## src/rtl/cabac_enc_pkg.sv

```systemverilog
// Shared CABAC encoder definitions: byte-writer FSM states and byte constants.
package cabac_enc_pkg;

  typedef enum logic [2:0] {
    S_IDLE,
    S_EMIT_BUF,
    S_EMIT_RUN,
    S_FLUSH_BUF,
    S_FLUSH_RUN,
    S_DONE
  } cbw_state_t;

  localparam logic [7:0] CBW_FF   = 8'hFF;
  localparam logic [7:0] CBW_ZERO = 8'h00;

endpackage

```

## src/rtl/cbw_out_reg.sv

```systemverilog
// Output byte holding register: loads a new byte on request and keeps it
// stable until the downstream handshake completes.
module cbw_out_reg (
  input  logic       clk,
  input  logic       rst,
  input  logic       load,
  input  logic [7:0] load_byte,
  input  logic       byte_ready_i,
  output logic       byte_valid_o,
  output logic [7:0] byte_o
);

  always_ff @(posedge clk) begin
    if (rst) begin
      byte_valid_o <= 1'b0;
      byte_o       <= '0;
    end else if (load) begin
      byte_valid_o <= 1'b1;
      byte_o       <= load_byte;
    end else if (byte_valid_o && byte_ready_i) begin
      byte_valid_o <= 1'b0;
    end
  end

endmodule

```

## src/rtl/cabac_byte_writer.sv

```systemverilog
// CABAC byte writer: resolves carries over a buffered byte plus a run of 0xFF
// bytes and streams final bitstream bytes. Optional CBW_BYTE_CNT_EN adds byte_cnt_o.
module cabac_byte_writer #(
  parameter int unsigned RUN_W = 16
) (
  input  logic       clk,
  input  logic       rst,
  input  logic       lead_valid_i,
  output logic       lead_ready_o,
  input  logic [8:0] lead_byte_i,
  input  logic       flush_i,
  input  logic       flush_carry_i,
  output logic       byte_valid_o,
  input  logic       byte_ready_i,
  output logic [7:0] byte_o,
  output logic       flush_done_o,
  output logic       err_o
`ifdef CBW_BYTE_CNT_EN
  , output logic [31:0] byte_cnt_o
`endif
);

  import cabac_enc_pkg::*;

  localparam logic [RUN_W-1:0] RUN_ONE = RUN_W'(1);

  cbw_state_t       state, state_nxt;
  logic [7:0]       buf_byte, buf_nxt, run_byte, run_nxt, load_byte;
  logic [RUN_W-1:0] num_buf, num_nxt, remaining, rem_nxt;
  logic             err_nxt, load, hs, in_flush;

  assign hs       = byte_valid_o && byte_ready_i;
  assign in_flush = (state == S_FLUSH_BUF) || (state == S_FLUSH_RUN);

  always_ff @(posedge clk) begin
    if (rst) begin
      state     <= S_IDLE;
      buf_byte  <= CBW_FF;
      num_buf   <= '0;
      remaining <= '0;
      run_byte  <= CBW_FF;
      err_o     <= 1'b0;
    end else begin
      state     <= state_nxt;
      buf_byte  <= buf_nxt;
      num_buf   <= num_nxt;
      remaining <= rem_nxt;
      run_byte  <= run_nxt;
      err_o     <= err_nxt;
    end
  end

  always_comb begin
    state_nxt    = state;
    buf_nxt      = buf_byte;
    num_nxt      = num_buf;
    rem_nxt      = remaining;
    run_nxt      = run_byte;
    err_nxt      = err_o;
    load         = 1'b0;
    load_byte    = buf_byte;
    lead_ready_o = (state == S_IDLE) && !rst;
    flush_done_o = (state == S_DONE);

    unique case (state)
      S_IDLE: begin
        if (lead_valid_i) begin
          if (lead_byte_i == 9'h0FF) begin
            // Saturate the run length rather than wrap; emission uses the held count.
            if (num_buf == '1) err_nxt = 1'b1;
            else               num_nxt = num_buf + RUN_ONE;
          end else if (num_buf == '0) begin
            buf_nxt = lead_byte_i[7:0];
            num_nxt = RUN_ONE;
            if (lead_byte_i[8]) err_nxt = 1'b1;
          end else begin
            load      = 1'b1;
            load_byte = buf_byte + {7'b0, lead_byte_i[8]};
            run_nxt   = lead_byte_i[8] ? CBW_ZERO : CBW_FF;
            rem_nxt   = num_buf - RUN_ONE;
            buf_nxt   = lead_byte_i[7:0];
            num_nxt   = RUN_ONE;
            state_nxt = S_EMIT_BUF;
          end
        end else if (flush_i) begin
          if (flush_carry_i) begin
            load      = 1'b1;
            load_byte = buf_byte + 8'd1;
            run_nxt   = CBW_ZERO;
            rem_nxt   = (num_buf == '0) ? '0 : num_buf - RUN_ONE;
            if (num_buf == '0) err_nxt = 1'b1;
            state_nxt = S_FLUSH_BUF;
          end else if (num_buf != '0) begin
            load      = 1'b1;
            load_byte = buf_byte;
            run_nxt   = CBW_FF;
            rem_nxt   = num_buf - RUN_ONE;
            state_nxt = S_FLUSH_BUF;
          end else begin
            state_nxt = S_DONE;
          end
        end
      end
      S_EMIT_BUF, S_EMIT_RUN, S_FLUSH_BUF, S_FLUSH_RUN: begin
        if (hs) begin
          if (remaining != '0) begin
            load      = 1'b1;
            load_byte = run_byte;
            rem_nxt   = remaining - RUN_ONE;
            state_nxt = in_flush ? S_FLUSH_RUN : S_EMIT_RUN;
          end else begin
            state_nxt = in_flush ? S_DONE : S_IDLE;
          end
        end
      end
      S_DONE: begin
        num_nxt   = '0;
        buf_nxt   = CBW_FF;
        state_nxt = S_IDLE;
      end
      default: state_nxt = S_IDLE;
    endcase
  end

  cbw_out_reg u_out_reg (
    .clk          (clk),
    .rst          (rst),
    .load         (load),
    .load_byte    (load_byte),
    .byte_ready_i (byte_ready_i),
    .byte_valid_o (byte_valid_o),
    .byte_o       (byte_o)
  );

`ifdef CBW_BYTE_CNT_EN
  always_ff @(posedge clk) begin
    if (rst)     byte_cnt_o <= '0;
    else if (hs) byte_cnt_o <= byte_cnt_o + 32'd1;
  end
`endif

endmodule

```

## config.mk

```make
export PLATFORM = sky130hd
export DESIGN_NAME = cabac_byte_writer
export DESIGN_NICKNAME = d
export VERILOG_FILES = /design/src/rtl/cabac_enc_pkg.sv /design/src/rtl/cbw_out_reg.sv /design/src/rtl/cabac_byte_writer.sv
export SDC_FILE = /design/constraint.sdc
export NUM_CORES = 1
export LEC_CHECK = 0
export CAP_MARGIN = 10
export CORE_MARGIN = 2
export CORE_UTILIZATION = 55
export DETAILED_ROUTE_END_ITERATION = 7
export DONT_BUFFER_PORTS = 1
export HOLD_SLACK_MARGIN = 0.15
export PLACE_DENSITY = 0.79
export SYNTH_ARGS = -nofsm -noshare
export SYNTH_HDL_FRONTEND = slang
export SYNTH_HIERARCHICAL = 1
export SYNTH_SLANG_ARGS = --single-unit
```

## constraint.sdc

```tcl
create_clock -name clk -period 3.5 [get_ports clk]
set_input_delay 0.525 -clock clk [delete_from_list [all_inputs] [get_ports clk]]
set_output_delay 0.525 -clock clk [all_outputs]
set_load 0.01 [all_outputs]
```

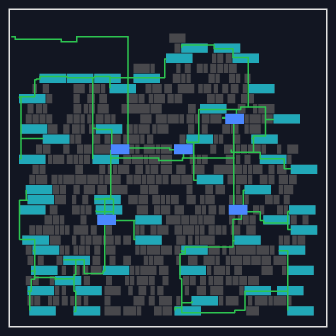
Figure 1: run 1, clock distribution.
legend:
  cyan:
    item: flip-flops
    count: 54
  green:
    item: clock wires
    length: 664 um
  blue:
    item: clock-net drivers
    count: 5
routed clock nets: 6
flops lie: widely spread
clock power share: 11.5%
clock-net power: 358 uW

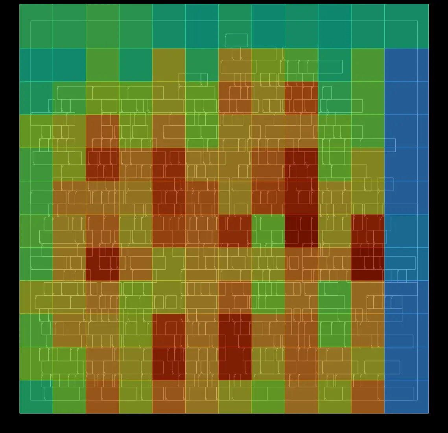
Figure 2: run 1, routing congestion.
DR WL/cell: 17.5 um
met2 usage in global routing: 39.5%
gr busiest metal: met1

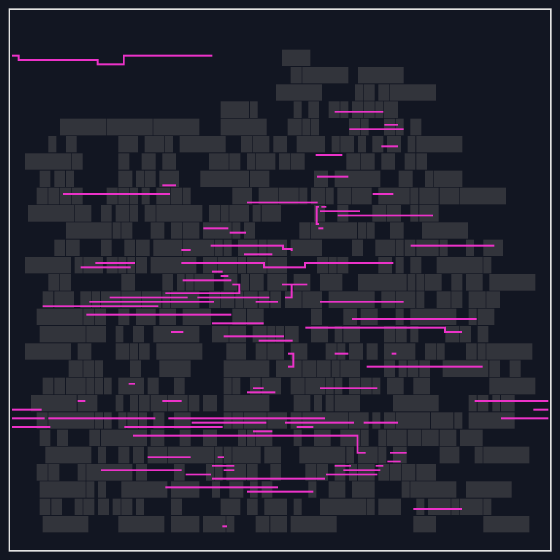
Figure 3: run 1, metal 3.
wire length on this layer: 708 um
nets with wire on the layer: 68

-- run 1: synth_stat cells (4+ instances only) --
library cell	count	area share (%)
a211oi_1	7	1.5
a21oi_1	43	6.0
a311oi_1	10	2.4
a31oi_1	5	0.87
and2_1	5	0.87
and3_1	6	1.0
buf_2	8	1.1
buf_6	4	1.2
clkbuf_1	18	1.9
dfxtp_1	54	30
ha_1	7	2.4
inv_1	16	1.7
mux2i_1	9	2.5
nand2_1	40	4.2
nand3_1	19	2.6
nand4_1	7	1.2
nor2_1	63	6.5
nor2b_1	4	0.69
nor3_1	23	3.2
nor4_1	4	0.69
o21ai_0	31	4.3
o21ai_1	4	0.55
o22ai_1	6	1.0
o31ai_1	4	0.83
or2_2	4	0.69
or3_1	9	1.6
or4_1	5	1.0
xor2_1	12	2.9
-- run 1: logic make-up after synthesis --
| kind of cell | Yosys count | share of synthesized area [%] |
|---|---|---|
| xor+xnor | 15 | 3.63 |
| compound gates | 143 | 25.8 |
| fa+ha+maj | 8 | 2.73 |
| buf+inv | 50 | 6.71 |
| flops | 54 | 29.9 |
| simple gates | 204 | 28.5 |
| mux | 10 | 2.80 |
-- run 1: power breakdown --
group,leakage (uW),internal [uW],switching (uW)
combinational,0.000871,653,1100
clock,0.0000441,141,217
sequential,0.000442,789,214
total,0.00136,1580,1530
-- run 1: critical path: cells and delay by family (launching register included) --
| family | cells | cell delay (ns) |
|---|---|---|
| simple gates | 4 | 1.20 |
| compound gates | 3 | 0.86 |
| flops | 1 | 0.36 |
| mux | 1 | 0.17 |
-- run 1: layer usage --
layer	up-vias	wire length (um)
met3	16	707
met1	1708	4400
met5	-	0
li1	1738	-
met2	164	4280
met4	0	108
-- run 1: cell type report --
class | instances | area [um2] | area share [%]
Multi-Input combinational cell | 380 | 2290 | 62.6
Sequential cell | 54 | 1080 | 29.5
Inverter | 17 | 66.3 | 1.81
Tap cell | 77 | 96.3 | 2.63
Clock inverter | 3 | 21.3 | 0.581
Clock buffer | 5 | 68.8 | 1.88
Timing Repair Buffer | 5 | 37.5 | 1.02
-- run 1: sequential cells by signal (all words and copies together) (netlist names) --
signal,cells
buf_byte,8
err_o,1
num_buf,16
remaining,16
run_byte,1
state,3
u_out_reg/byte_o,8
u_out_reg/byte_valid_o,1
-- run 1: through the flow --
step / instance area [um2] / utilization (%)
floorplan: 3610 / -
global placement: 3570 / 56.3
detailed placement: 3570 / 56.3
CTS: 3660 / 57.7
global route: 3660 / 57.7
finish: 3660 / 57.7
-- run 1: worst paths after layout --
path,to,cells past startpoint
min,u_out_reg/byte_o[7],1
min reg2reg,remaining[4],2
max,u_out_reg/byte_o[7],8
max reg2reg,u_out_reg/byte_o[7],8
==> flow_metrics.env, run 1 <==
# flow metrics
export IMPL_outcome="finished clean"
export IMPL_setup_tns_ns=0
export IMPL_ioPinCount=27
export IMPL_yosys_stat_area_mm2=0.00361
export IMPL_die_area_mm2=0.00724
export IMPL_cts_root_buf="clkbuf_8"
export IMPL_async_reset_ff_share_pct=0
export IMPL_ys_ff=54
export IMPL_drc_errors=0
export IMPL_rrSetupSlack_ns=0.83
export IMPL_setup_viol=0
export IMPL_antenna_found_initial=0
export IMPL_grt_max_degree=47
export IMPL_skew_ns=0.0117
export IMPL_min_from="rst"
export IMPL_grt_use_total_pct=26.8
export IMPL_path_cells="or3_1 > or3_1 > o31ai_1 > nor2_1 > a221oi_1 > a311oi_1 > mux2i_1 > nor2_1"
export IMPL_finalMaxSlewViolations=0
export IMPL_syn_mean_instance_area_um2=7.47
export IMPL_fill_cells=584
export IMPL_min_path_type="in -> reg"
export IMPL_setup_ws_ns=0.833
export IMPL_grt_pass1_vias=3269
export IMPL_finalCritPeriodShare_pct=76.2
export IMPL_relSlewSlack_pct=40.5
export IMPL_cp_arrival_ns=2.90
export IMPL_crit_required_ns=3.73
export IMPL_cts_htree_levels=2
export IMPL_slowest_stage="or3_1"
export IMPL_yosys_warnings=6
export IMPL_ys_cells=484
export IMPL_layout_cells_most_common="nor2_1"
export IMPL_synth_cell_types=64
export IMPL_syn_area_mm2=0.00361
export IMPL_synthCells=484
export IMPL_first_pass_iters=5
export IMPL_row_count=29
export IMPL_num_vias=3626
export IMPL_ir_drop_mv=0.551
export IMPL_mostFrequentLayoutCells="nor2_1 (63), dfxtp_1 (54), a21oi_1 (43)"
export IMPL_use_met1_pct=40.4
export IMPL_numPortBuffers=0
export IMPL_fmax_mhz=375
export IMPL_p_leak_uw=0.00136
export IMPL_startpoint_type="flop"
export IMPL_drt_iter0_drc=377
Figure 4. Logic cells by family (run 1).
The bar under the picture is 20 um long.
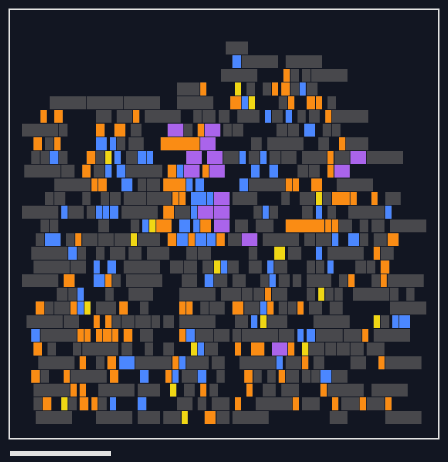

--- run 2 (diff from run 1) ---
--- a/config.mk
+++ b/config.mk
@@ -11,7 +11,7 @@
 export DETAILED_ROUTE_END_ITERATION = 7
 export DONT_BUFFER_PORTS = 1
 export HOLD_SLACK_MARGIN = 0.15
-export PLACE_DENSITY = 0.79
+export PLACE_DENSITY = 0.82
 export SYNTH_ARGS = -nofsm -noshare
 export SYNTH_HDL_FRONTEND = slang
 export SYNTH_HIERARCHICAL = 1
==> constraint.sdc (replaced) <==
create_clock -name clk -period 2.4 [get_ports clk]
set_input_delay 0.36 -clock clk [delete_from_list [all_inputs] [get_ports clk]]
set_output_delay 0.36 -clock clk [all_outputs]
set_load 0.01 [all_outputs]
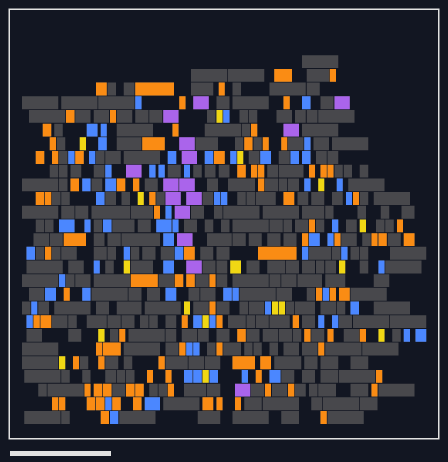
Figure 5: run 2, logic cells by family.
The bar under the picture is 20 um long.
legend:
  blue:
    family: nand cells
    cells: 72
  purple:
    family: xor and xnor cells
    cells: 15
  yellow:
    family: inv cells
    cells: 17
  orange:
    family: nor cells
    cells: 101
    where: widely spread

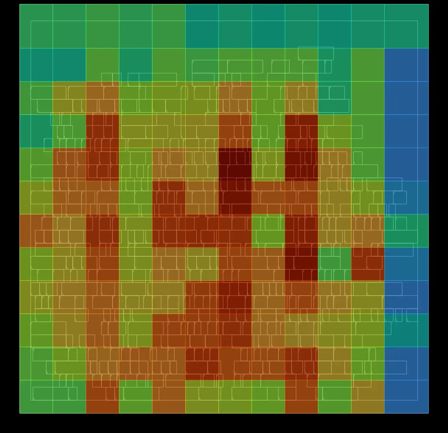
Figure 6: run 2, routing congestion.
All-Layer GR Usage: 27.4%
met2 usage in global routing: 43.0%
gr busiest metal: met2

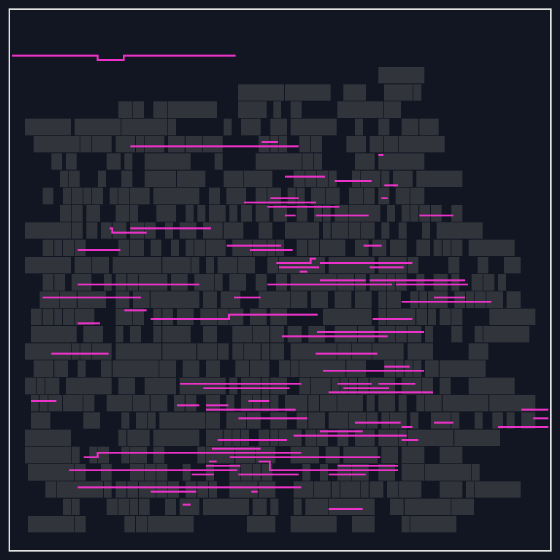
Figure 7: run 2, metal 3.
nets with wire on the layer: 62
longest straight run: 35.0 um

==> flow_metrics.env, run 2 <==
# flow metrics
export IMPL_holdPathEnd="remaining[14]"
export IMPL_crit_family="simple AND/OR/NAND/NOR gates"
export IMPL_numPortBuffers=0
export IMPL_p_leak_uw=0.00152
export IMPL_synthCells=484
export IMPL_yosys_stat_area_mm2=0.00361
export IMPL_async_reset_ff_share_pct=0
export IMPL_ys_ff=54
export IMPL_synth_cell_types=64
export IMPL_antenna_found_initial=0
export IMPL_skew_ns=0.0101
export IMPL_cp_arrival_ns=2.53
export IMPL_layout_cells_most_common="nor2_1"
export IMPL_cts_htree_levels=2
export IMPL_r2r_cells=8
export IMPL_r2r_end="u_out_reg/byte_o[7]"
export IMPL_drt_iter0_drc=347
export IMPL_ys_cells=484
export IMPL_startpoint_type="flop"
export IMPL_cts_root_buf="clkbuf_8"
export IMPL_setup_viol=0
export IMPL_crit_required_ns=2.61
export IMPL_ioPinCount=27
export IMPL_reg_largest_list="num_buf (16), remaining (16)"
export IMPL_grt_max_degree=44
export IMPL_syn_mean_instance_area_um2=7.47
export IMPL_grt_pass1_vias=3350
export IMPL_rrSetupSlack_ns=0.08
export IMPL_use_met1_pct=38.7
export IMPL_finalCritPeriodShare_pct=96.6
export IMPL_setup_ws_ns=0.0827
export IMPL_cp_buffers_inverters=0
export IMPL_slowest_stage="or3_1"
export IMPL_finalMaxSlewViolations=0
export IMPL_outcome="finished clean"
export IMPL_yosysMostFrequentCell="nor2_1"
export IMPL_top_cells_by_area="dfxtp_1 (30%), nor2_1 (6.5%), a21oi_1 (6.0%), o21ai_0 (4.3%), nand2_1 (4.2%)"
export IMPL_min_from="rst"
export IMPL_num_vias=3748
export IMPL_path_cells="or3_1 > or3_1 > o31ai_2 > nor2_1 > a221oi_1 > a311oi_1 > mux2i_1 > nor2_1"
export IMPL_rsz0062_at_grt="yes"
export IMPL_largest_area_cell="dfxtp_1"
export IMPL_row_count=29
export IMPL_relSlewSlack_pct=66.0
run 2: cell counts after synthesis:
Identical to the previous run, type by type.
run 2: where the power goes:
group	switching, uW	total (uW)	internal, uW
sequential	254	1410	1150
clock	296	493	197
combinational	1750	2960	1210
total	2300	4860	2560
run 2: what timing repair did:
item                                    in CTS  in global routing
gates resized                                0                 13
hold buffers                                 1                  0
endpoints found under the setup margin       0                 32
hold endpoints to repair                    43                  0
run 2: stage by stage:
step	hold WS, ns	cell area (um2)	cells	util, %	setup TNS [ns]
floorplan	0.446	3610	484	-	0
global placement	0.431	3790	562	59.7	0
detailed placement	0.431	3790	562	59.7	0
CTS	0.152	3890	570	61.2	0
global route	0.153	3940	570	62.1	-0.00737
finish	0.153	3940	570	62.1	0
run 2: per-layer routing:
| layer | part of all wire (%) | routed length, um |
|---|---|---|
| met4 | 1.1 | 110 |
| met2 | 47 | 4550 |
| met1 | 44 | 4250 |
| met5 | 0 | 0 |
| met3 | 8.0 | 773 |
run 2: cell families (layout without fill, tap and decap cells):
kind of cell    after synthesis  after routing  synth area share, %
simple gates                204            204                 28.5
compound gates              143            143                 25.8
flops                        54             54                 29.9
buf+inv                      50             59                 6.71
xor+xnor                     15             15                 3.63
mux                          10             10                 2.80
fa+ha+maj                     8              8                 2.73
run 2: layout make-up:
cell class                 instances  area [um2]  share of cell area [%]
clock inverter                     2        10.0                   0.254
clock buffer                       5        68.8                    1.75
tap                               77        96.3                    2.44
inverter                          17        66.3                    1.68
multi-input combinational        380        2340                    59.4
timing repair buffer              35         275                    6.98
sequential                        54        1080                    27.5
run 2: worst max-delay path by stage:
| stage | start | endpoint | slack [ns] | cells after the start |
|---|---|---|---|---|
| 2_1_floorplan | remaining[2] | u_out_reg/byte_o[5] | 0.05 | 9 |
| 5_1_grt | remaining[1] | u_out_reg/byte_o[7] | -0.007 | 10 |
| 3_3_place_gp | remaining[2] | u_out_reg/byte_o[7] | 0.15 | 8 |
| 6_report | remaining[6] | u_out_reg/byte_o[7] | 0.08 | 8 |
| 3_5_place_dp | remaining[6] | u_out_reg/byte_o[7] | 0.05 | 8 |
| 4_1_cts | remaining[6] | u_out_reg/byte_o[7] | 0.04 | 8 |
run 2: worst register-to-register path, stage by stage, from the launching register on:
cell and delay (ns):
dfxtp_1 0.37, or3_1 0.48, or3_1 0.40, o31ai_2 0.29
nor2_1 0.13, a221oi_1 0.27, a311oi_1 0.08, mux2i_1 0.16
nor2_1 0.05
Power is estimated from default activity; no workload was simulated.
